===== config.mk =====
export PLATFORM = sky130hd
export DESIGN_NAME = baugh_divider_seq
export DESIGN_NICKNAME = d
export VERILOG_FILES = /design/src/rtl/div_pkg.sv /design/src/rtl/div_step.sv /design/src/rtl/baugh_divider_seq.sv
export SDC_FILE = /design/constraint.sdc
export NUM_CORES = 1
export LEC_CHECK = 0
export ABC_AREA = 1
export CAP_MARGIN = 25
export CORE_UTILIZATION = 50
export DETAILED_ROUTE_END_ITERATION = 8
export GPL_TIMING_DRIVEN = 0
export HOLD_SLACK_MARGIN = 0.15
export PLACE_DENSITY = 0.78
export SLEW_MARGIN = 20
export SYNTH_ARGS = -nofsm -noshare
export SYNTH_HDL_FRONTEND = slang
export SYNTH_SLANG_ARGS = --single-unit

===== constraint.sdc =====
create_clock -name clk -period 1.6 [get_ports clk]
set_input_delay 0.32 -clock clk [delete_from_list [all_inputs] [get_ports clk]]
set_output_delay 0.32 -clock clk [all_outputs]
set_load 0.01 [all_outputs]

===== src/rtl/div_pkg.sv =====
// Shared types and helpers for the sequential signed divider and its reference models.
package div_pkg;

    typedef enum logic [1:0] {
        IDLE = 2'd0,
        CALC = 2'd1,
        FIX  = 2'd2,
        DONE = 2'd3
    } div_state_e;

    localparam int MAX_W = 32;

    function automatic int cnt_width(input int w);
        return $clog2(w + 1);
    endfunction

    // Magnitude of a w-bit two's-complement value, one bit wider so -2^(w-1) fits.
    function automatic logic [MAX_W:0] abs_ext(input logic [MAX_W-1:0] value, input int w);
        logic [MAX_W:0] one;
        logic [MAX_W:0] span;
        logic [MAX_W:0] low;
        one  = {{MAX_W{1'b0}}, 1'b1};
        span = one << w;
        low  = {1'b0, value} & (span - one);
        if (((low >> (w - 1)) & one) != '0) begin
            return span - low;
        end
        return low;
    endfunction

endpackage


===== src/rtl/div_step.sv =====
// One restoring-division step on magnitudes: shift {rem, quo} left, trial-subtract divisor.
// Purely combinational, zero latency; no handshake.
// Backpressure: none, the caller decides when the result is registered.
module div_step #(
    parameter int W = 4
) (
    input  logic [W:0] rem,
    input  logic [W:0] quo,
    input  logic [W:0] dsr_mag,
    output logic [W:0] rem_nxt,
    output logic [W:0] quo_nxt
);

    logic [W+1:0] minuend;
    logic [W+1:0] trial;
    logic         q_bit;

    // rem stays below |divisor| <= 2^(W-1), so the W+2-bit difference never wraps.
    always_comb begin
        minuend = {rem, quo[W]};
        trial   = minuend - {1'b0, dsr_mag};
        q_bit   = ~trial[W+1];
        rem_nxt = q_bit ? trial[W:0] : minuend[W:0];
        quo_nxt = {quo[W-1:0], q_bit};
    end

endmodule


===== src/rtl/baugh_divider_seq.sv =====
// Sequential signed divider: restoring iteration on magnitudes, then sign fix-up.
// Latency: accept -> CALC (W cycles) -> FIX (1) -> DONE; result taken W+2 edges after acceptance.
// Backpressure: in_ready only in IDLE; result held in DONE until out_ready, busy inputs ignored.
module baugh_divider_seq
    import div_pkg::*;
#(
    parameter int W = 4
) (
    input  logic         clk,
    input  logic         rst_n,
    input  logic         in_valid,
    output logic         in_ready,
    input  logic [W-1:0] dividend,
    input  logic [W-1:0] divisor,
    output logic         out_valid,
    input  logic         out_ready,
    output logic [W-1:0] quotient,
    output logic [W-1:0] remainder,
    output logic         div_by_zero,
    output logic         overflow
);

    localparam int CNT_W = cnt_width(W);

    div_state_e       state;
    div_state_e       state_nxt;
    logic [CNT_W-1:0] cnt;
    logic [W:0]       rem;
    logic [W:0]       quo;
    logic [W:0]       dsr_mag;
    logic [W:0]       rem_nxt;
    logic [W:0]       quo_nxt;
    logic             sign_q;
    logic             sign_r;
    logic             dz_r;
    logic             ov_r;

    div_step #(.W(W)) u_step (
        .rem     (rem),
        .quo     (quo),
        .dsr_mag (dsr_mag),
        .rem_nxt (rem_nxt),
        .quo_nxt (quo_nxt)
    );

    always_ff @(posedge clk or negedge rst_n) begin
        if (!rst_n) begin
            state <= IDLE;
        end else begin
            state <= state_nxt;
        end
    end

    always_comb begin
        state_nxt = state;
        case (state)
            IDLE: if (in_valid) state_nxt = CALC;
            CALC: if (cnt == CNT_W'(W - 1)) state_nxt = FIX;
            FIX:  state_nxt = DONE;
            DONE: if (out_ready) state_nxt = IDLE;
            default: state_nxt = IDLE;
        endcase
    end

    always_comb begin
        in_ready  = (state == IDLE);
        out_valid = (state == DONE);
    end

    always_ff @(posedge clk or negedge rst_n) begin
        if (!rst_n) begin
            cnt         <= '0;
            rem         <= '0;
            quo         <= '0;
            dsr_mag     <= '0;
            sign_q      <= 1'b0;
            sign_r      <= 1'b0;
            dz_r        <= 1'b0;
            ov_r        <= 1'b0;
            quotient    <= '0;
            remainder   <= '0;
            div_by_zero <= 1'b0;
            overflow    <= 1'b0;
        end else begin
            case (state)
                IDLE: begin
                    if (in_valid) begin
                        cnt     <= '0;
                        rem     <= '0;
                        // Pre-shifted so quo[W] feeds the dividend MSB into rem on the first step.
                        quo     <= (W+1)'(abs_ext(32'(dividend), W) << 1);
                        dsr_mag <= (W+1)'(abs_ext(32'(divisor), W));
                        sign_q  <= dividend[W-1] ^ divisor[W-1];
                        sign_r  <= dividend[W-1];
                        dz_r    <= (divisor == '0);
                        ov_r    <= (dividend == {1'b1, {(W-1){1'b0}}}) && (divisor == '1);
                    end
                end
                CALC: begin
                    rem <= rem_nxt;
                    quo <= quo_nxt;
                    cnt <= cnt + CNT_W'(1);
                end
                FIX: begin
                    div_by_zero <= dz_r;
                    overflow    <= ov_r;
                    if (dz_r) begin
                        // With a zero divisor every trial succeeds, leaving |dividend| in rem.
                        quotient  <= '1;
                        remainder <= W'(sign_r ? -rem : rem);
                    end else if (ov_r) begin
                        quotient  <= {1'b1, {(W-1){1'b0}}};
                        remainder <= '0;
                    end else begin
                        quotient  <= W'(sign_q ? -quo : quo);
                        remainder <= W'(sign_r ? -rem : rem);
                    end
                end
                default: ;
            endcase
        end
    end

endmodule


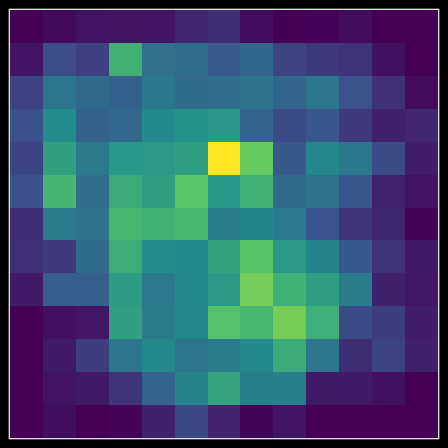
**Above:** run 1 (wire density map).
13 x 13 tiles, from dark purple (low) to yellow (high), scaled to the fullest tile. Values are wire area over tile area, all layers added.
- nearly empty tiles: 11%
- fullest tile: 0.61
- densest ninth of the die: center
Total Wirelength: 4840 um
GRT Overall Usage: 0.242
wire per inst: 14.8 um
via count: 1,782

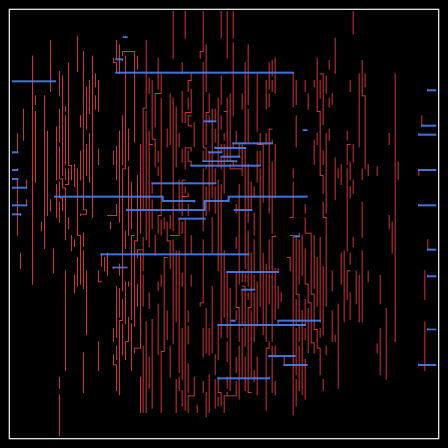
**Above:** run 1 (wiring by layer).
Only two layers are drawn.
- M3: blue (wire length 229 um)
- M2: red (wire length 2,430 um)

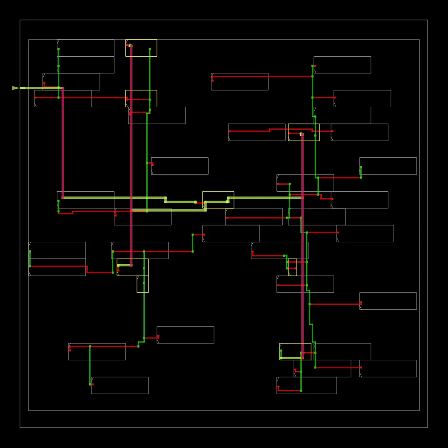
**Above:** run 1 (clock nets).
Skew-Pair Late Insertion Delay: 0.30 ns
number of CTS-inserted buffers: 5
clock buf count: 7
flop count: 34

==> job_summary.md, run 1 <==
## Synthesis and layout report

| Metric | Value |
|---|---|
| Status | complete, but fails checks |
| Failing checks | negative setup slack |
| Hold_ws | 0.399 ns |
| Top Consumer | combinational cells |
| CP Depth | 7 |
| Peak Freq | 600 MHz |
| Mux frac, synth | 0 |
| Sw Ratio | 0.461 |
| Max H-tree Level | 2 |
| Flip-flops with a built-in enable | 0 |
| Critical path launch point type | flop |
| Internal power | 3.28 mW |
| Final instance area | 2700 um2 |
| Netlist Area Pre-Place | 2030 um2 |
| Seq pwr share | 0.248 |
| DR WL met3 | 229 um |
| Headroom to the max-slew limit | 0.815 |
| Endpoints failing setup | 5 |
| Logic area | 1210 um2 |
| Chip height | 65.7 um |
| Worst setup path end | rem[2] |
| Final Hold Viols | 0 |
| Combinational power | 3.90 mW |
| Reg2reg start | dsr_mag[0] |
| Launch point of the worst path | dsr_mag[0] |
| NetSw | 2.81 mW |
| Xor/xnor share | 0.0216 |
| Pre-Place Util | 0.538 |
| Root buffer cell | clkbuf_8 |
| Row count | 22 |
| Area growth from synthesis to layout | 33.2% |
| Nets | 306 |
| # hold bufs at CTS | 1 |
| Area share, top type | 0.419 |
| Die area | 4320 um2 |
| Crit path top cell by count | nand3_2 |
| First-pass GRT wire length | 7690 um |
| Crit share post-route | 1.04 |
| Routed Antenna Nets | 0 |
| Register area | 852 um2 |
| Post-CTS Setup Inserts | 2 |
| Post-route setup TNS | -0.179 ns |
| Setup WS post-layout | -0.0664 ns |
| Synth area leaders | dfrtp_1, ha_1, nand2_1 |
| Detail Placement HPWL | 3180 um |
| Most numerous logic cell after layout | nand2_1 |
| Adder Share, Synth | 0.109 |
| Flops after synth | 34 |
| Comb/total area | 0.450 |
| GRT overflow | 0 |
| Final core occ | 0.717 |
| Pre-CTS setup slack | -0.137 ns |
| Grt met3 use | 0.0469 |
| NonClk Buf Share | 0.124 |
| Nets at Floorplan | 266 |
| Area leader, netlist | dfrtp_1 |
| Worst-path maximum fanout | 2 |
| DP Area | 2330 um2 |
| Fin. max-slew vios | 0 |
| GR peak layer | met2 |
| Cell count after synthesis | 237 |
| Combinational power share | 0.641 |
| Log Warnings | 32 |
| Skew final | 0.00355 ns |
| Ao+oa area frac | 0.141 |
| Critical-path cell list | ha_4, fa_2, buf_4, xor2_2, nand3_2, nand3_2, nand2_1 |
| Simple-gate share of the synthesized area | 0.226 |
| Met2 global-route usage | 0.401 |
| Design Power | 6.08 mW |
| Pleak | 1.28 nW |
| Critical Path Sink Type | flop |
| CTS tree | yes |
| Biggest regs | dsr_mag (5), quo (5), rem (5) |
| Yosys stat cell total | 237 |
| Synthesis area per yosys | 2030 um2 |
| RSZ-0062 raised after global routing | yes |
| I/O pin cnt | 24 |
| Clk slew on worst S/H paths | 0.07 ns |
| Least-Margin Pin Slew | 0.275 ns |
| Antenna Cells | 0 |
| Tapcell count | 48 |
| Met2 wire len | 2430 um |
| Most used flip-flop cell | dfrtp_1 |
| MI comb cells | 162 |
**Run 1: cell area per tile**

The bar under the picture is 20 um long. 7 x 7 tiles, from dark purple (low) to yellow (high), 0 to 100% covered.
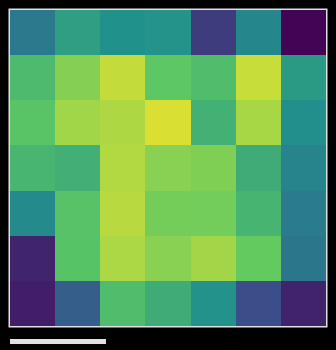

--- run 2 (diff from run 1) ---
==> constraint.sdc (replaced) <==
create_clock -name clk -period 1.3 [get_ports clk]
set_input_delay 0.26 -clock clk [delete_from_list [all_inputs] [get_ports clk]]
set_output_delay 0.26 -clock clk [all_outputs]
set_load 0.01 [all_outputs]
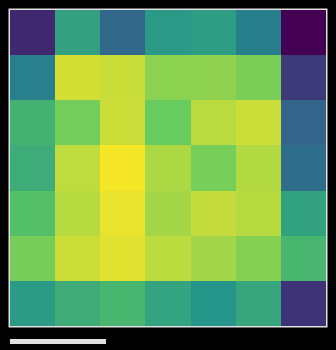
**Above:** run 2 (cell area per tile).
The bar under the picture is 20 um long. 7 x 7 tiles, from dark purple (low) to yellow (high), 0 to 100% covered.
- tiles over 75% full: 53%
- nearly empty tiles: 2.0%
- fullest tile: 99%
- mean over tiles: 68%
- emptiest ninth of the die: north-east
final core occ: 0.799
Pre-Place Util: 0.538
Core Footprint: 3770 um2

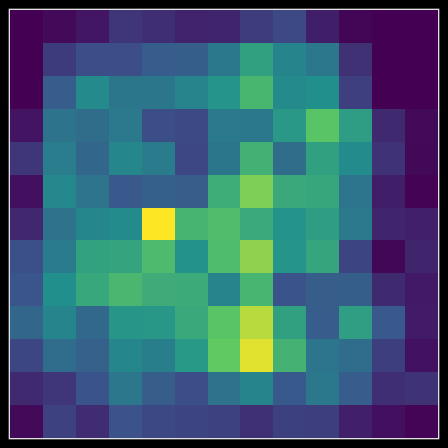
**Above:** run 2 (wire density map).
13 x 13 tiles, from dark purple (low) to yellow (high), scaled to the fullest tile. Values are wire area over tile area, all layers added.
- fullest tile: 0.60
- tiles over half the peak: 25%
- mean over tiles: 0.20
- nearly empty tiles: 7.7%

==> run 2 against run 1 <==
Net effect: the run still ends with negative setup slack left; hold slack got worse by 0.098 ns; count of clock-buffer cells in the layout fell by 1; largest power group unchanged; register-to-register slack worse by 0.24 ns; first-iteration DRC count is 94% higher; utilization increased by 8.2 points.
==> job_summary.md, run 2 <==
## Synthesis and layout report

| Metric | Value |
|---|---|
| Clock buf count | 6 |
| Internal power | 4.51 mW |
| Adder Share, Synth | 0.109 |
| Headroom to the max-slew limit | 0.760 |
| Tapcell count | 48 |
| I/O pin cnt | 24 |
| # hold bufs at CTS | 1 |
| Skew-Pair Late Insertion Delay | 0.29 ns |
| Met2 wire len | 2920 um |
| Detail Placement HPWL | 3090 um |
| Failing checks | negative setup slack |
| Reg2reg start | dsr_mag[0] |
| Flops after synth | 34 |
| CTS tree | yes |
| Status | complete, but fails checks |
| Area growth from synthesis to layout | 48.4% |
| Area share, top type | 0.419 |
| Synth area leaders | dfrtp_1, ha_1, nand2_1 |
| NetSw | 3.81 mW |
| Wire per inst | 16.2 um |
| MI comb cells | 162 |
| Antenna Cells | 0 |
| Setup WS post-layout | -0.301 ns |
| Logic area | 1300 um2 |
| Endpoints failing setup | 35 |
| Total Wirelength | 5610 um |
| CP Depth | 9 |
| Grt met3 use | 0.0538 |
| Design Power | 8.32 mW |
| Combinational power share | 0.679 |
| Hold_ws | 0.301 ns |
| Die area | 4320 um2 |
| Most numerous logic cell after layout | nand2_1 |
| GRT Overall Usage | 0.247 |
| Flip-flops with a built-in enable | 0 |
| Synthesis area per yosys | 2030 um2 |
| GR peak layer | met2 |
| Launch point of the worst path | dsr_mag[0] |
| Log Warnings | 33 |
| Netlist Area Pre-Place | 2030 um2 |
| Comb/total area | 0.430 |
| Cell count after synthesis | 237 |
| DP Area | 2430 um2 |
**Run 2: register map, names as in the netlist**

The bar under the picture is 20 um long. Other sequential cells in the stronger gray, the rest of the logic in the fainter gray.
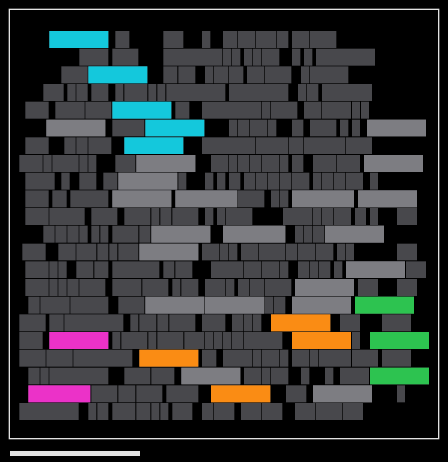

--- run 3 (diff from run 2) ---
--- a/config.mk
+++ b/config.mk
@@ -7,6 +7,7 @@
 export LEC_CHECK = 0
 export ABC_AREA = 1
 export CAP_MARGIN = 25
+export CORE_MARGIN = 10
 export CORE_UTILIZATION = 50
 export DETAILED_ROUTE_END_ITERATION = 8
 export GPL_TIMING_DRIVEN = 0
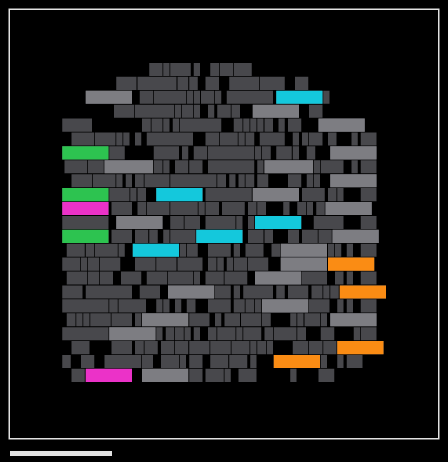
**Above:** run 3 (register map, names as in the netlist).
The bar under the picture is 20 um long. Other sequential cells in the stronger gray, the rest of the logic in the fainter gray.
- `state`: magenta (placed flops 2)
- `quotient`: orange (placed flops 4; where south-east)
- `dsr_mag`: cyan (placed flops 5; where center)
- `cnt`: green (placed flops 3)
- not colored: 20

==> run 3 against run 2 <==
Net effect: the flow still finishes with violations (negative setup slack); fmax decreased by 4.3%; synthesized cell count unchanged; sequential share of layout area is 0.69 points lower; setup slack worse by 0.072 ns; final cell count up 1.7%; critical path depth up 1; non-clock buffer count rose by 3; area after synthesis stayed put; register-to-register slack lost 0.07 ns; first-iteration DRC count is 26% lower; largest cell class unchanged.
==> job_summary.md, run 3 <==
## Synthesis and layout report

| Metric | Value |
|---|---|
| Combinational power | 5.94 mW |
| Xor/xnor share | 0.0216 |
| Headroom to the max-slew limit | 0.812 |
| Synth area leaders | dfrtp_1, ha_1, nand2_1 |
| Critical path launch point type | flop |
| Final Hold Viols | 0 |
| Die area | 7010 um2 |
| Biggest regs | dsr_mag (5), quo (5), rem (5) |
| Detail Placement HPWL | 3270 um |
| Internal power | 4.81 mW |
| Mux frac, synth | 0 |
| Most numerous logic cell after layout | nand2_1 |
| Flip-flops with a built-in enable | 0 |
| Failing checks | negative setup slack |
| Logic area | 1290 um2 |
| GRT overflow | 0 |
| Design Power | 8.79 mW |
| Peak Freq | 598 MHz |
| Synthesis area per yosys | 2030 um2 |
| Register area | 853 um2 |
| First-pass GRT wire length | 8590 um |
| Skew-Pair Late Insertion Delay | 0.30 ns |
| Met2 wire len | 3410 um |
| Adder Share, Synth | 0.109 |
| Fin. max-slew vios | 0 |
| Met2 global-route usage | 0.258 |
| Ao+oa area frac | 0.141 |
| Yosys stat cell total | 237 |
| Skew final | 0.0110 ns |
| Simple-gate share of the synthesized area | 0.226 |
| Worst setup path end | rem[1] |
| Core Footprint | 3970 um2 |
| Setup WS post-layout | -0.373 ns |
| Combinational power share | 0.676 |
| NetSw | 3.98 mW |
| Pre-CTS setup slack | -0.363 ns |
| Flops after synth | 34 |
| Most used flip-flop cell | dfrtp_1 |
| Hold_ws | 0.346 ns |
| Netlist Area Pre-Place | 2030 um2 |
| Sw Ratio | 0.453 |
| RSZ-0062 raised after global routing | yes |
| CTS tree | yes |
| Endpoints failing setup | 34 |
| Post-CTS Setup Inserts | 20 |
| Worst-path maximum fanout | 6 |
| Pleak | 1.46 nW |
| # hold bufs at CTS | 1 |
| Final instance area | 3080 um2 |
| Number of CTS-inserted buffers | 5 |
| Row count | 23 |
| Launch point of the worst path | dsr_mag[1] |
| Seq pwr share | 0.215 |
| Status | complete, but fails checks |
| Area growth from synthesis to layout | 51.7% |
| GR peak layer | met2 |
| NonClk Buf Share | 0.191 |
| Critical Path Sink Type | flop |
| Final core occ | 0.775 |
| GRT Overall Usage | 0.148 |
| Cell count after synthesis | 237 |
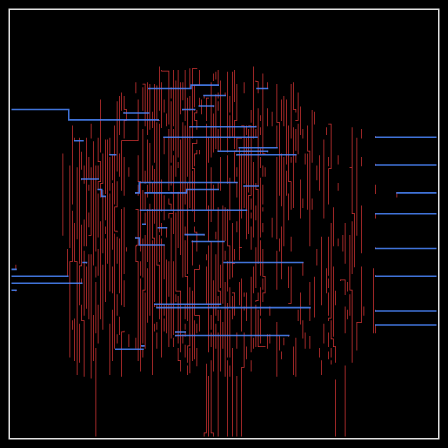
**Above:** run 3 (wiring by layer).
Only two layers are drawn.
- M2: red (wire length 3,410 um)
- M3: blue (wire length 412 um)
wire per inst: 18.0 um
via count: 1,956
Total Wirelength: 6340 um

Power figures rest on the tool's default switching activity, not on a simulated workload.
